File: src/rtl/fpu_div16_pkg.sv
// fpu_div16_pkg
// Shared FP16 types and constants for the divider datapath: the binary16
// operand layout, the condition-code and status-flag records returned with
// every result, the canonical NaN/infinity encodings and the divider FSM
// state encoding.
package fpu_div16_pkg;

  localparam int FP16_EXPW  = 5;
  localparam int FP16_FRACW = 10;
  localparam int FP16_BIAS  = 15;
  localparam int FP16_SIGW  = FP16_FRACW + 1;

  // Quotient bits produced: 11 significand bits, a guard bit and one extra
  // bit so a quotient below 1.0 can be normalised by a single left shift.
  localparam int DIV_ITERS = 13;

  typedef struct packed {
    logic                  sign;
    logic [FP16_EXPW-1:0]  exp;
    logic [FP16_FRACW-1:0] frac;
  } fp16_t;

  typedef struct packed {
    logic z;
    logic c;
    logic n;
    logic v;
  } condCode_t;

  typedef struct packed {
    logic invalid;
    logic div_zero;
    logic overflow;
    logic underflow;
    logic inexact;
  } opStatusFlag_t;

  localparam fp16_t FP16_QNAN = 16'h7E00;
  localparam fp16_t FP16_INF  = 16'h7C00;

  typedef enum logic [2:0] {
    IDLE,
    PREP,
    DIV,
    ROUND,
    DONE
  } fpuDivState_t;

  // Z flags a signed zero (sign bit ignored), N mirrors the sign bit.
  // Carry and overflow have no meaning for a divide and are always clear.
  function automatic condCode_t cond_from(input fp16_t val);
    condCode_t cc;
    cc.z = (val.exp == '0) && (val.frac == '0);
    cc.c = 1'b0;
    cc.n = val.sign;
    cc.v = 1'b0;
    return cc;
  endfunction

endpackage

File: src/rtl/fpu_div16_lzc11.sv
// fpu_div16_lzc11
// Combinational 11-bit leading-zero counter used to normalise subnormal
// significands before division.
//   value : 11-bit significand (implicit bit in value[10])
//   count : number of zeros above the most significant set bit (11 if zero)
module fpu_div16_lzc11
  import fpu_div16_pkg::*;
(
  input  logic [FP16_SIGW-1:0] value,
  output logic [3:0]           count
);

  // Scanning upward lets the highest set bit win the final assignment.
  always_comb begin
    count = 4'd11;
    for (int i = 0; i < FP16_SIGW; i++) begin
      if (value[i]) begin
        count = 4'(FP16_SIGW - 1 - i);
      end
    end
  end

endmodule

File: src/rtl/fpu_div16.sv
// fpu_div16
// Multicycle binary16 divider computing fpuIn1 / fpuIn2 with a restoring
// divider that retires one quotient bit per cycle, followed by a single
// round-to-nearest-even step. Special operands (NaN, zero, infinity) are
// resolved without running the divider loop. Subnormal results flush to zero.
//   clock, reset      : clock and synchronous active-high reset
//   inValid / inReady : operand handshake, inReady high only while idle
//   fpuIn1, fpuIn2    : dividend and divisor
//   outValid/outReady : result handshake, result held until accepted
//   fpuOut            : rounded quotient
//   condCodes         : {Z, C, N, V}
//   opStatusFlags     : {invalid, divZero, overflow, underflow, inexact}
module fpu_div16
  import fpu_div16_pkg::*;
(
  input  logic          clock,
  input  logic          reset,
  input  logic          inValid,
  output logic          inReady,
  input  fp16_t         fpuIn1,
  input  fp16_t         fpuIn2,
  output logic          outValid,
  input  logic          outReady,
  output fp16_t         fpuOut,
  output condCode_t     condCodes,
  output opStatusFlag_t opStatusFlags
);

  fpuDivState_t state;
  fpuDivState_t next_state;
  logic         accept;

  fp16_t               op_a;
  fp16_t               op_b;
  logic [11:0]         rem;
  logic [10:0]         divisor;
  logic [12:0]         quo;
  logic signed [7:0]   exp_q;
  logic [3:0]          iter;
  logic                out_valid_q;
  fp16_t               result_q;
  condCode_t           cond_q;
  opStatusFlag_t       flags_q;

  // ------------------------------------------------------------------
  // Operand classification
  // ------------------------------------------------------------------
  logic q_sign;
  logic a_exp_zero, a_exp_max, a_frac_zero;
  logic b_exp_zero, b_exp_max, b_frac_zero;
  logic a_nan, a_inf, a_zero;
  logic b_nan, b_inf, b_zero;

  assign q_sign      = op_a.sign ^ op_b.sign;
  assign a_exp_zero  = (op_a.exp == '0);
  assign a_exp_max   = (&op_a.exp);
  assign a_frac_zero = (op_a.frac == '0);
  assign b_exp_zero  = (op_b.exp == '0);
  assign b_exp_max   = (&op_b.exp);
  assign b_frac_zero = (op_b.frac == '0);
  assign a_nan       = a_exp_max & ~a_frac_zero;
  assign a_inf       = a_exp_max &  a_frac_zero;
  assign a_zero      = a_exp_zero & a_frac_zero;
  assign b_nan       = b_exp_max & ~b_frac_zero;
  assign b_inf       = b_exp_max &  b_frac_zero;
  assign b_zero      = b_exp_zero & b_frac_zero;

  // Special-case result selection. Priority matters: the invalid cases
  // are tested first so that inf/inf and 0/0 never fall into the
  // infinity or zero branches, and inf/0 yields infinity without divZero
  // because the dividend is already infinite.
  logic          spec_hit;
  fp16_t         spec_val;
  opStatusFlag_t spec_flags;

  always_comb begin
    spec_hit   = 1'b1;
    spec_val   = '0;
    spec_flags = '0;
    if (a_nan | b_nan | (a_zero & b_zero) | (a_inf & b_inf)) begin
      spec_val           = FP16_QNAN;
      spec_flags.invalid = 1'b1;
    end else if (a_inf) begin
      spec_val      = FP16_INF;
      spec_val.sign = q_sign;
    end else if (b_zero) begin
      spec_val            = FP16_INF;
      spec_val.sign       = q_sign;
      spec_flags.div_zero = 1'b1;
    end else if (a_zero | b_inf) begin
      spec_val.sign = q_sign;
    end else begin
      spec_hit = 1'b0;
    end
  end

  // ------------------------------------------------------------------
  // Significand normalisation and quotient exponent
  // ------------------------------------------------------------------
  logic [10:0]       sig_a, sig_b;
  logic [10:0]       sig_a_norm, sig_b_norm;
  logic [3:0]        lzc_a, lzc_b;
  logic signed [7:0] exp_a, exp_b, exp_div;

  assign sig_a = {~a_exp_zero, op_a.frac};
  assign sig_b = {~b_exp_zero, op_b.frac};

  fpu_div16_lzc11 u_lzc_a (
    .value(sig_a),
    .count(lzc_a)
  );

  fpu_div16_lzc11 u_lzc_b (
    .value(sig_b),
    .count(lzc_b)
  );

  // A normal operand has lzc 0, so the shift is a no-op for it. A
  // subnormal gets its leading one moved into the implicit position and
  // its exponent lowered to match (1 - lzc).
  always_comb begin
    sig_a_norm = sig_a << lzc_a;
    sig_b_norm = sig_b << lzc_b;
    exp_a      = a_exp_zero ? (8'sd1 - $signed({4'b0, lzc_a}))
                            : $signed({3'b0, op_a.exp});
    exp_b      = b_exp_zero ? (8'sd1 - $signed({4'b0, lzc_b}))
                            : $signed({3'b0, op_b.exp});
    exp_div    = exp_a - exp_b + 8'(FP16_BIAS);
  end

  // ------------------------------------------------------------------
  // Restoring division step
  // ------------------------------------------------------------------
  // The remainder always stays below twice the divisor, so 12 bits hold
  // it and a plain compare decides the quotient bit.
  logic        qbit;
  logic [11:0] rem_diff;
  logic [11:0] rem_kept;

  always_comb begin
    qbit     = (rem >= {1'b0, divisor});
    rem_diff = rem - {1'b0, divisor};
    rem_kept = qbit ? rem_diff : rem;
  end

  // ------------------------------------------------------------------
  // Normalise, round to nearest even, range check
  // ------------------------------------------------------------------
  logic [12:0]       q_norm;
  logic signed [7:0] e_norm, e_rnd;
  logic              guard, sticky, round_up;
  logic [11:0]       sum;
  logic [9:0]        frac_rnd;
  fp16_t             round_val;
  opStatusFlag_t     round_flags;

  // The quotient of two normalised significands lies in [0.5, 2), so at
  // most one left shift is needed. The doubled remainder is non-zero
  // exactly when bits below q[0] are non-zero, so it folds into sticky.
  always_comb begin
    q_norm = quo;
    e_norm = exp_q;
    if (!quo[12]) begin
      q_norm = {quo[11:0], 1'b0};
      e_norm = exp_q - 8'sd1;
    end
    guard    = q_norm[1];
    sticky   = q_norm[0] | (rem != '0);
    round_up = guard & (sticky | q_norm[2]);
    sum      = {1'b0, q_norm[12:2]} + {11'b0, round_up};
    e_rnd    = sum[11] ? (e_norm + 8'sd1) : e_norm;
    frac_rnd = sum[11] ? sum[10:1] : sum[9:0];

    round_val      = '0;
    round_val.sign = q_sign;
    round_flags    = '0;
    if (e_rnd >= 8'sd31) begin
      round_val.exp         = '1;
      round_flags.overflow  = 1'b1;
      round_flags.inexact   = 1'b1;
    end else if (e_rnd <= 8'sd0) begin
      round_flags.underflow = 1'b1;
      round_flags.inexact   = 1'b1;
    end else begin
      round_val.exp       = e_rnd[4:0];
      round_val.frac      = frac_rnd;
      round_flags.inexact = guard | sticky;
    end
  end

  // ------------------------------------------------------------------
  // FSM
  // ------------------------------------------------------------------
  // State register; reset abandons any operation in flight.
  always_ff @(posedge clock) begin
    if (reset) begin
      state <= IDLE;
    end else begin
      state <= next_state;
    end
  end

  // Next-state logic. DONE is left only once the registered outValid has
  // actually been seen together with outReady.
  always_comb begin
    next_state = state;
    case (state)
      IDLE:    if (accept) next_state = PREP;
      PREP:    next_state = spec_hit ? DONE : DIV;
      DIV:     if (iter == 4'd0) next_state = ROUND;
      ROUND:   next_state = DONE;
      DONE:    if (out_valid_q && outReady) next_state = IDLE;
      default: next_state = IDLE;
    endcase
  end

  // Output logic: the block only listens to inValid while idle.
  always_comb begin
    inReady = (state == IDLE);
    accept  = inValid && (state == IDLE);
  end

  // Datapath registers. Operands are captured only on the accepting edge.
  // The result registers are written once per operation (PREP for special
  // cases, ROUND otherwise) and then held untouched while DONE waits, so
  // the consumer sees a stable result under backpressure. outValid rises
  // one cycle after DONE is entered and clears on the handshake edge.
  always_ff @(posedge clock) begin
    if (reset) begin
      op_a        <= '0;
      op_b        <= '0;
      rem         <= '0;
      divisor     <= '0;
      quo         <= '0;
      exp_q       <= '0;
      iter        <= '0;
      out_valid_q <= 1'b0;
      result_q    <= '0;
      cond_q      <= '0;
      flags_q     <= '0;
    end else begin
      case (state)
        IDLE: begin
          if (accept) begin
            op_a <= fpuIn1;
            op_b <= fpuIn2;
          end
        end
        PREP: begin
          if (spec_hit) begin
            result_q <= spec_val;
            flags_q  <= spec_flags;
            cond_q   <= cond_from(spec_val);
          end else begin
            rem     <= {1'b0, sig_a_norm};
            divisor <= sig_b_norm;
            quo     <= '0;
            exp_q   <= exp_div;
            iter    <= 4'(DIV_ITERS - 1);
          end
        end
        DIV: begin
          quo <= {quo[11:0], qbit};
          rem <= rem_kept << 1;
          if (iter != 4'd0) begin
            iter <= iter - 4'd1;
          end
        end
        ROUND: begin
          result_q <= round_val;
          flags_q  <= round_flags;
          cond_q   <= cond_from(round_val);
        end
        DONE: begin
          if (!out_valid_q) begin
            out_valid_q <= 1'b1;
          end else if (outReady) begin
            out_valid_q <= 1'b0;
          end
        end
        default: begin
        end
      endcase
    end
  end

  assign outValid      = out_valid_q;
  assign fpuOut        = result_q;
  assign condCodes     = cond_q;
  assign opStatusFlags = flags_q;

endmodule
File: config.mk
export PLATFORM = sky130hd
export DESIGN_NAME = fpu_div16
export DESIGN_NICKNAME = d
export VERILOG_FILES = /design/src/rtl/fpu_div16_pkg.sv /design/src/rtl/fpu_div16_lzc11.sv /design/src/rtl/fpu_div16.sv
export SDC_FILE = /design/constraint.sdc
export NUM_CORES = 1
export LEC_CHECK = 0
export CORE_MARGIN = 5
export CORE_UTILIZATION = 40
export CTS_BUF_LIST = sky130_fd_sc_hd__clkbuf_8
export CTS_CLUSTER_SIZE = 40
export DETAILED_ROUTE_END_ITERATION = 7
export GPL_TIMING_DRIVEN = 0
export PLACE_DENSITY_LB_ADDON = 0.25
export REMOVE_ABC_BUFFERS = 1
export SLEW_MARGIN = 0
export SYNTH_ARGS = -nofsm -noshare
export SYNTH_HDL_FRONTEND = slang
export SYNTH_HIERARCHICAL = 1
export SYNTH_SLANG_ARGS = --single-unit
File: constraint.sdc
create_clock -name clock -period 4.8 [get_ports clock]
set_clock_uncertainty 0.1 [all_clocks]
set_input_delay 0.48 -clock clock [delete_from_list [all_inputs] [get_ports clock]]
set_output_delay 0.48 -clock clock [all_outputs]
set_load 0.02 [all_outputs]
Cell classes on the final placement:
Fill, decap, tap and diode cells in gray.
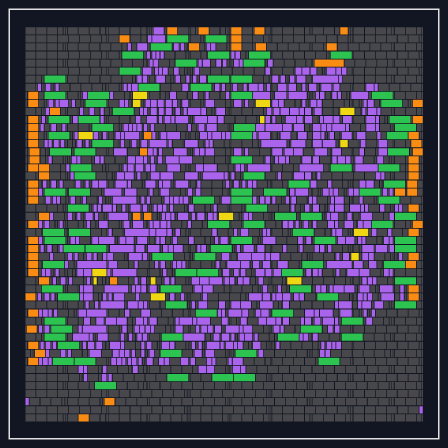
legend:
  orange:
    class: remaining buffers and delay cells
    cells: 66
  yellow:
    class: clock drivers and dummy loads
    cells: 15
  purple:
    class: remaining logic cells
    cells: 775
  green:
    class: registers
    cells: 106
post-route cell area: 8145 um^2
CORE AREA: 17900 um^2
Seq/total area: 26.07%

The metal 3 layer:
Scale bar: 50 um.
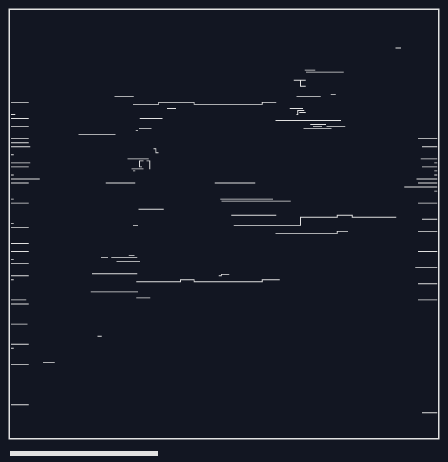
share of all routed wire: 4.1%
wire length on this layer: 708 um
longest straight run: 23.0 um
nets with wire on the layer: 82
met3 usage: 3.836%
final wirelength: 17460 um

Placed standard cells:
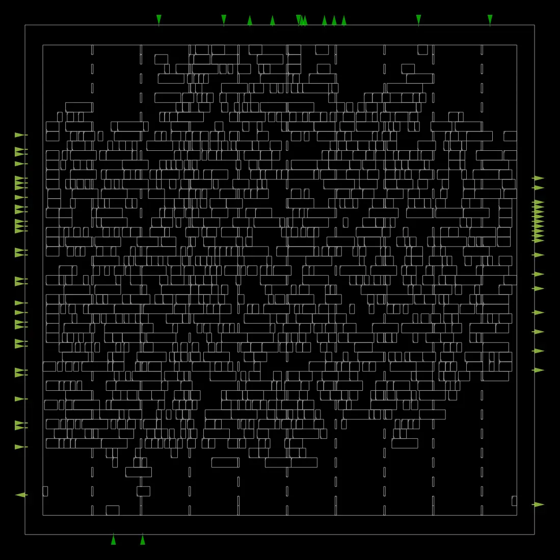
fin util: 45.50%
final non-filler cell total: 1191
tapcell count: 229

I/O nets highlighted:
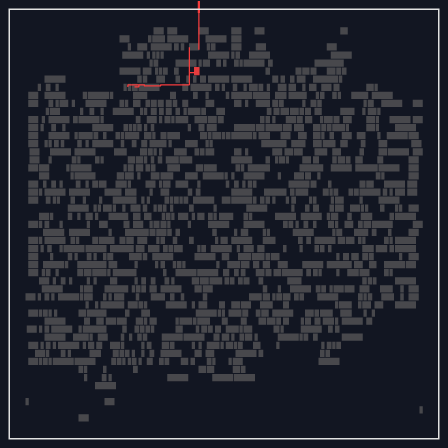
legend:
  red:
    port: inReady
    direction: output
    edge: top
    end_cells: 1
    buffers: 1
    wire: 51.6 um
PortBufs: 60
num ports: 63

==> results.cfg <==
; flow metrics
[drt]
route.detailed.drc = 0
dr_wl_met2_um = 7841

[min_path]
holdPathStages = 2
hp-class = input pin to flop

[worst_setup_path]
r2r-start = op_a[10]
crit_arrival_ps = 4630
worst_path_largest_cell_delay_ps = 470
cp-start-kind = flop
crit_path_end_kind = flop

[clock_network]
htree_levels = 3
clock-root-buffer = clkbuf_8

[yosys]
synth-xor-area-share_pct = 4.278
syn_inst = 940
ys.flops = 106
synth_area_um2 = 7224
yosysTopAreaCell = dfxtp_1
top_cells_by_count = nand2_1, a21oi_1, dfxtp_1
adder_share_pct = 5.750
ys_cells = 940
postSynthSeqShare_pct = 29.37

[final_timing]
post-route-min-period_ps = 4397
setup_viol = 0
max_freq_mhz = 227.4

[final_layout]
clkCellAreaFrac_pct = 1.966
area_delta_synth_final_pct = 12.75
fillers = 1845
sh_comb_area_pct = 58.60

[die]
num_rows = 49

[placement]
placed_cells = 1173
routabilityCongestion = 0.8617

[power_and_ir_drop]
ir_drop_mv = 0.2126
clockPowerShare_pct = 11.5
combPwrFrac_pct = 62.2

[run_status]
status = completed

[grt]
grt_pass1_vias = 5725
overflow = 0
sequential cells by signal (all words and copies together), names as in the netlist, 4 cells and up:
name	flops
fpuOut	16
iter	4
divisor	11
rem	12
quo	13
op_b	16
op_a	16
exp_q	8
opStatusFlags	5
routing by layer:
metal  up-vias  global-route usage (%)
li1       3375                       -
met1      2957                   23.52
met2       129                   26.63
met3        19                   3.836
met4         0                   4.369
met5         -                       0
power by group through the flow:
stage / registers [uW] / logic, uW / clock network [uW]
3_5_place_dp: 1160 / 2620 / 0
5_1_grt: 1160 / 2980 / 561
3_3_place_gp: 1150 / 2580 / 0
2_1_floorplan: 1130 / 2040 / 0
6_report: 1140 / 2690 / 498
4_1_cts: 1140 / 2640 / 521
Power figures rest on the tool's default switching activity, not on a simulated workload.
